Fig. 1: met1 routing
Scale: 1.5 px per µm. Supply wires on this layer in gray.
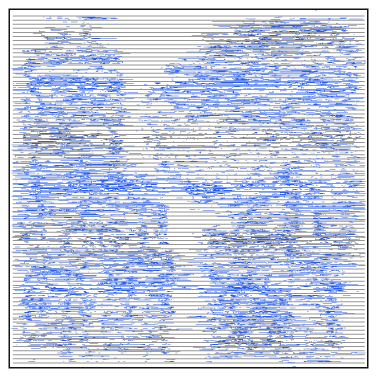
Fig. 2: metal 2
Scale: 1 px per µm. Cells faint in the background.
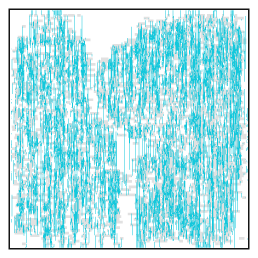
Fig. 3: met3 routing
Scale: 1.5 px per µm.
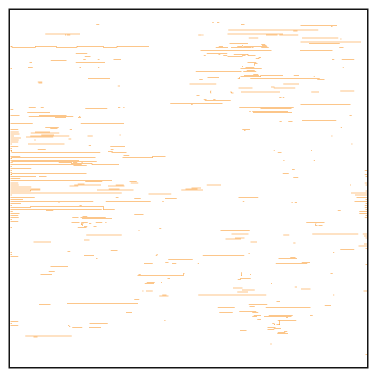
Fig. 4: signal wires on met4
Scale: 1.5 px per µm. Supply wires on this layer in gray.
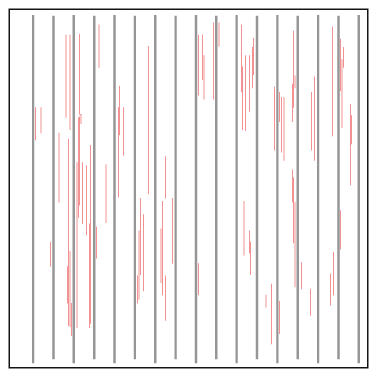
Fig. 5: cell outlines without signal wires
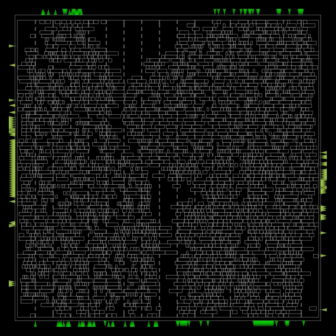
## src/rtl/matmul_seq_pkg.sv

```systemverilog
// Shared types for the sequential matrix multiplier: instruction word and FSM states.
// Latency: n/a (types and constants only).
// Backpressure: n/a.
package matmul_seq_pkg;

    // Operand BRAM read latency, in cycles, from rd_en to a_rdata/b_rdata.
    localparam int MEM_RD_LAT = 1;

    // One instruction: C[n x p] = A[n x m] * B[m x p]. n occupies the MSBs.
    typedef struct packed {
        logic [15:0] n;
        logic [15:0] m;
        logic [15:0] p;
    } inst_t;

    typedef enum logic [2:0] {
        S_IDLE,
        S_ISSUE,
        S_DRAIN,
        S_WRITE,
        S_FIN
    } seq_state_e;

endpackage

```

## src/rtl/matmul_seq_mac.sv

```systemverilog
// Signed multiply-accumulate fed by the operand BRAMs: acc = sum of sext(a)*sext(b).
// Latency: the operand pair read in cycle t is folded into acc at the end of cycle t+1.
// Backpressure: none; it accumulates whenever the delayed read strobe is high.
// Ports: rd_en/first_rd from the sequencer, a_rdata/b_rdata from the BRAMs, acc to the C port.
module matmul_seq_mac #(
    parameter int DW    = 16,
    parameter int ACC_W = 48
) (
    input  logic             clk,
    input  logic             rst,
    input  logic             rd_en,
    input  logic             first_rd,
    input  logic [DW-1:0]    a_rdata,
    input  logic [DW-1:0]    b_rdata,
    output logic [ACC_W-1:0] acc
);

    logic                   mac_en;
    logic                   mac_first;
    logic signed [2*DW-1:0] prod;
    logic [ACC_W-1:0]       prod_ext;
    logic [ACC_W-1:0]       acc_base;

    assign prod     = $signed(a_rdata) * $signed(b_rdata);
    assign prod_ext = {{(ACC_W-2*DW){prod[2*DW-1]}}, prod};
    // The k==0 read starts a new element, so its product replaces the old sum.
    assign acc_base = mac_first ? '0 : acc;

    always_ff @(posedge clk or negedge rst) begin
        if (!rst) begin
            mac_en    <= 1'b0;
            mac_first <= 1'b0;
            acc       <= '0;
        end else begin
            // One-cycle delay lines track the fixed BRAM read latency.
            mac_en    <= rd_en;
            mac_first <= rd_en & first_rd;
            if (mac_en) begin
                acc <= acc_base + prod_ext;
            end
        end
    end

endmodule

```

## src/rtl/matmul_seq.sv

```systemverilog
// Sequencer for C = A * B: walks i,j,k, reads A/B, accumulates, writes C row-major.
// Latency: 1 accept cycle + n*p*(m+2) + 1 FIN cycle per instruction.
// Backpressure: inst_ready is high only in IDLE; the C port is never stalled.
// Ports: inst/inst_valid/inst_ready handshake, a_addr/b_addr/rd_en + a_rdata/b_rdata reads,
//        c_addr/c_wdata/c_we writes, busy level and done completion pulse.
module matmul_seq
    import matmul_seq_pkg::*;
#(
    parameter int AW    = 16,
    parameter int DW    = 16,
    parameter int ACC_W = 48
) (
    input  logic             clk,
    input  logic             rst,
    input  inst_t            inst,
    input  logic             inst_valid,
    output logic             inst_ready,
    output logic [AW-1:0]    a_addr,
    output logic [AW-1:0]    b_addr,
    output logic             rd_en,
    input  logic [DW-1:0]    a_rdata,
    input  logic [DW-1:0]    b_rdata,
    output logic [AW-1:0]    c_addr,
    output logic [ACC_W-1:0] c_wdata,
    output logic             c_we,
    output logic             busy,
    output logic             done
);

    localparam logic [AW-1:0] A_ONE = AW'(1);

    seq_state_e    state, state_nx;
    logic [15:0]   n_r, m_r, p_r;
    logic [15:0]   i_r, j_r, k_r;
    logic [AW-1:0] a_row_base;
    logic          last_k, last_j, last_i;
    logic          zero_dim;

    assign last_k   = (k_r == m_r - 16'd1);
    assign last_j   = (j_r == p_r - 16'd1);
    assign last_i   = (i_r == n_r - 16'd1);
    assign zero_dim = (inst.n == 16'd0) || (inst.m == 16'd0) || (inst.p == 16'd0);

    always_comb begin
        state_nx   = state;
        inst_ready = 1'b0;
        rd_en      = 1'b0;
        c_we       = 1'b0;
        done       = 1'b0;
        busy       = 1'b1;
        case (state)
            S_IDLE: begin
                inst_ready = 1'b1;
                busy       = 1'b0;
                if (inst_valid) begin
                    state_nx = zero_dim ? S_FIN : S_ISSUE;
                end
            end
            S_ISSUE: begin
                rd_en = 1'b1;
                if (last_k) begin
                    state_nx = S_DRAIN;
                end
            end
            // Last operand pair lands in the MAC this cycle.
            S_DRAIN: state_nx = S_WRITE;
            S_WRITE: begin
                c_we     = 1'b1;
                state_nx = (last_i && last_j) ? S_FIN : S_ISSUE;
            end
            S_FIN: begin
                done     = 1'b1;
                state_nx = S_IDLE;
            end
            default: state_nx = S_IDLE;
        endcase
    end

    // Addresses are running sums; no multipliers anywhere on the address path.
    always_ff @(posedge clk or negedge rst) begin
        if (!rst) begin
            state      <= S_IDLE;
            n_r        <= '0;
            m_r        <= '0;
            p_r        <= '0;
            i_r        <= '0;
            j_r        <= '0;
            k_r        <= '0;
            a_row_base <= '0;
            a_addr     <= '0;
            b_addr     <= '0;
            c_addr     <= '0;
        end else begin
            state <= state_nx;
            case (state)
                S_IDLE: begin
                    if (inst_valid) begin
                        n_r        <= inst.n;
                        m_r        <= inst.m;
                        p_r        <= inst.p;
                        i_r        <= '0;
                        j_r        <= '0;
                        k_r        <= '0;
                        a_row_base <= '0;
                        a_addr     <= '0;
                        b_addr     <= '0;
                        c_addr     <= '0;
                    end
                end
                S_ISSUE: begin
                    a_addr <= a_addr + A_ONE;
                    b_addr <= b_addr + AW'(p_r);
                    k_r    <= last_k ? 16'd0 : k_r + 16'd1;
                end
                S_WRITE: begin
                    c_addr <= c_addr + A_ONE;
                    if (last_j) begin
                        // Row done: move A to the next row, B back to column 0.
                        j_r        <= '0;
                        i_r        <= i_r + 16'd1;
                        a_row_base <= a_row_base + AW'(m_r);
                        a_addr     <= a_row_base + AW'(m_r);
                        b_addr     <= '0;
                    end else begin
                        // Same row, next column: A rewinds to the row start.
                        j_r    <= j_r + 16'd1;
                        a_addr <= a_row_base;
                        b_addr <= AW'(j_r) + A_ONE;
                    end
                end
                default: ;
            endcase
        end
    end

    matmul_seq_mac #(
        .DW    (DW),
        .ACC_W (ACC_W)
    ) u_mac (
        .clk      (clk),
        .rst      (rst),
        .rd_en    (rd_en),
        .first_rd (k_r == 16'd0),
        .a_rdata  (a_rdata),
        .b_rdata  (b_rdata),
        .acc      (c_wdata)
    );

endmodule

```

## config.mk

```make
export PLATFORM = sky130hd
export DESIGN_NAME = matmul_seq
export DESIGN_NICKNAME = d
export VERILOG_FILES = /design/src/rtl/matmul_seq_pkg.sv /design/src/rtl/matmul_seq_mac.sv /design/src/rtl/matmul_seq.sv
export SDC_FILE = /design/constraint.sdc
export NUM_CORES = 1
export LEC_CHECK = 0
export CORE_MARGIN = 1.5
export CORE_UTILIZATION = 45
export DETAILED_ROUTE_END_ITERATION = 6
export GPL_TIMING_DRIVEN = 0
export PLACE_DENSITY_LB_ADDON = 0.1
export SYNTH_ARGS = -nofsm -noshare
export SYNTH_HDL_FRONTEND = slang
export SYNTH_SLANG_ARGS = --single-unit
```

## constraint.sdc

```tcl
create_clock -name clk -period 4.2 [get_ports clk]
set_input_delay 0.84 -clock clk [delete_from_list [all_inputs] [get_ports clk]]
set_output_delay 0.84 -clock clk [all_outputs]
set_load 0.01 [all_outputs]
```

==> CHANGELOG.md <==
## Implementation

- RSZ-0062 raised after global routing: yes
- CP max stage cell: fa_1
- ANT cells: 0
- Placer Congestion: 0.9262
- Fin worst setup slack: -4735 ps
- CP max stage delay: 560 ps
- Final Critical Period: 8935 ps
- # Cells Yosys: 2850
- # IOs: 184
- First-pass DRT Iterations: 5
- Maxcap violations: 0
- Yosys Chip Area: 24850 µm²
- Clock transition at path regs: 60 ps
- Final setup fails: 41
- Post-place setup slack: -6458 ps
- Ys flop type: dfrtp_1
- Mapped cell area: 24850 µm²
- Top cells, area: dfrtp_1 (21%), fa_1 (21%), ha_1 (8.3%)
- Max clock buf depth: 3
- Setup CP Type: primary input to flip-flop
- Total clock sinks: 213
- Failing checks: setup timing
- Setup_tns: -140510 ps
- Placed Area: 28120 µm²
- Reg2reg setup slack: -1080 ps
- Post-DP HPWL: 57130 µm
- Die X: 238.0 µm
- IO buf count: 183
- Yosys top cell by area: dfrtp_1
- Status: finished with violations
- Syn_nets: 3363
- Reg2reg path depth: 17
- Routed vias/inst: 5.586
- TritonCTS clock tree: built
- WL per Instance: 19.12 µm
- FFs w/ async S/R, synth: 100.0%
- Final hold slack: 142.0 ps
- CP Launch Type: primary input
- Synth cell types: 93
- F_max: 0.1119 GHz
- Final instance area: 31330 µm²
- Hold Crit Class: primary input to asynchronous set/reset pin
- WP data arrival: 9380 ps
- Postcts setup bufs: 76
- Pin count of the biggest net entering global routing: 93
About Fig. 1:
The wires run mostly horizontal. 3430 nets have wire on it. The layer holds 41% of the routed length.
Total Routed Length: 74470 µm
via count: 21750
met1 Usage GRT: 32.84%

About Fig. 2:
The wires run mostly vertical. 3262 nets have wire on it. The layer carries 37.7 mm of wire.
met2 Resource Use GR: 47.01%

About Fig. 3:
The layer holds 4.7% of the routed length. The wires run mostly horizontal. The longest straight run is 73.8 µm.
met3 GRT Util: 2.950%

About Fig. 4:
The layer holds 4.1% of the routed length. The longest straight run is 124 µm.

About Fig. 5:
Core Region: 54240 µm²
post-route insts no fill: 3894

worst paths after layout:
check,from,endpoint
min,rst,u_mac.acc[1]$_DFFE_PN0P_
min reg2reg,c_addr[15]$_DFFE_PN0P_,c_addr[15]$_DFFE_PN0P_
min in group clk,c_addr[15]$_DFFE_PN0P_,c_addr[15]$_DFFE_PN0P_
max reg2reg,u_mac.mac_first$_DFF_PN0_,u_mac.acc[44]$_DFFE_PN0P_
max,b_rdata[4],u_mac.acc[44]$_DFFE_PN0P_
max in group asynchronous,rst,p_r[7]$_DFFE_PN0P_
cell usage after synthesis, drive strengths merged (9+ instances only):
master	n
inv	338
or3	12
mux2i	18
or4	9
nor4	30
nand2b	25
a22o	10
buf	14
nand4	26
a31oi	28
o21a	10
a211oi	14
and2	133
mux2	32
a21oi	99
dfrtp	213
o31ai	14
nor4b	9
fa	265
o21bai	12
nor2b	57
and3	49
ha	165
o211ai	12
nor2	139
nor3	36
nand3	70
o21ai	176
clkbuf	94
a22oi	14
nand2	397
xnor2	119
xor2	64
a21o	45
metrics by stage:
| step | utilization (%) |
|---|---|
| final | 57.76 |
| after global routing | 57.76 |
| after CTS | 56.00 |
| after detailed placement | 51.85 |
| after global placement | 51.73 |
| after floorplan | - |
registers in the layout, summed over array words and instances, names as in the netlist:
name	flops
k_r	16
a_addr	16
c_addr	16
i_r	16
u_mac.acc	48
state	3
p_r	16
a_row_base	16
m_r	16
j_r	16
u_mac.mac_en	1
b_addr	16
u_mac.mac_first	1
n_r	16
cells by family (layout without fill, tap and decap cells):
family          after synthesis  in the layout  share of synthesized area (%)
compound gates              507            507                          13.10
xor+xnor                    186            186                          6.752
fa+ha+maj                   430            430                          29.66
buf+inv                     448            796                          6.812
flops                       213            213                          21.45
mux                          50             50                          2.175
simple gates               1016           1016                          20.06
cell type report:
| cell class | instances | area [µm²] | area share, % |
|---|---|---|---|
| buffer | 105 | 824.5 | 2.632 |
| clock buffer | 39 | 780.7 | 2.492 |
| clock inverter | 10 | 167.7 | 0.5352 |
| inverter | 340 | 1279 | 4.082 |
| multi-input combinational | 2189 | 19080 | 60.90 |
| sequential | 213 | 5330 | 17.01 |
| tap | 696 | 870.8 | 2.780 |
| timing repair buffer | 302 | 2995 | 9.561 |
cell usage in the layout, fill, tap and decap left out, types with 70 or more instances in the layout:
cell	netlist	layout
ha_1	165	134
nor2_1	138	129
a21oi_1	98	70
clkdlybuf4s50_1	0	150
and2_1	131	114
xnor2_1	118	102
nand2_1	397	387
buf_4	1	81
fa_1	265	253
o21ai_0	165	148
inv_1	338	311
dfrtp_1	213	213
routing by layer:
metal	track usage, %	part of all wire (%)	up-vias
met5	0	0	-
met4	9.129	4.1	0
met3	2.950	4.7	159
met2	47.01	51	567
met1	32.84	41	10870
li1	-	-	10160
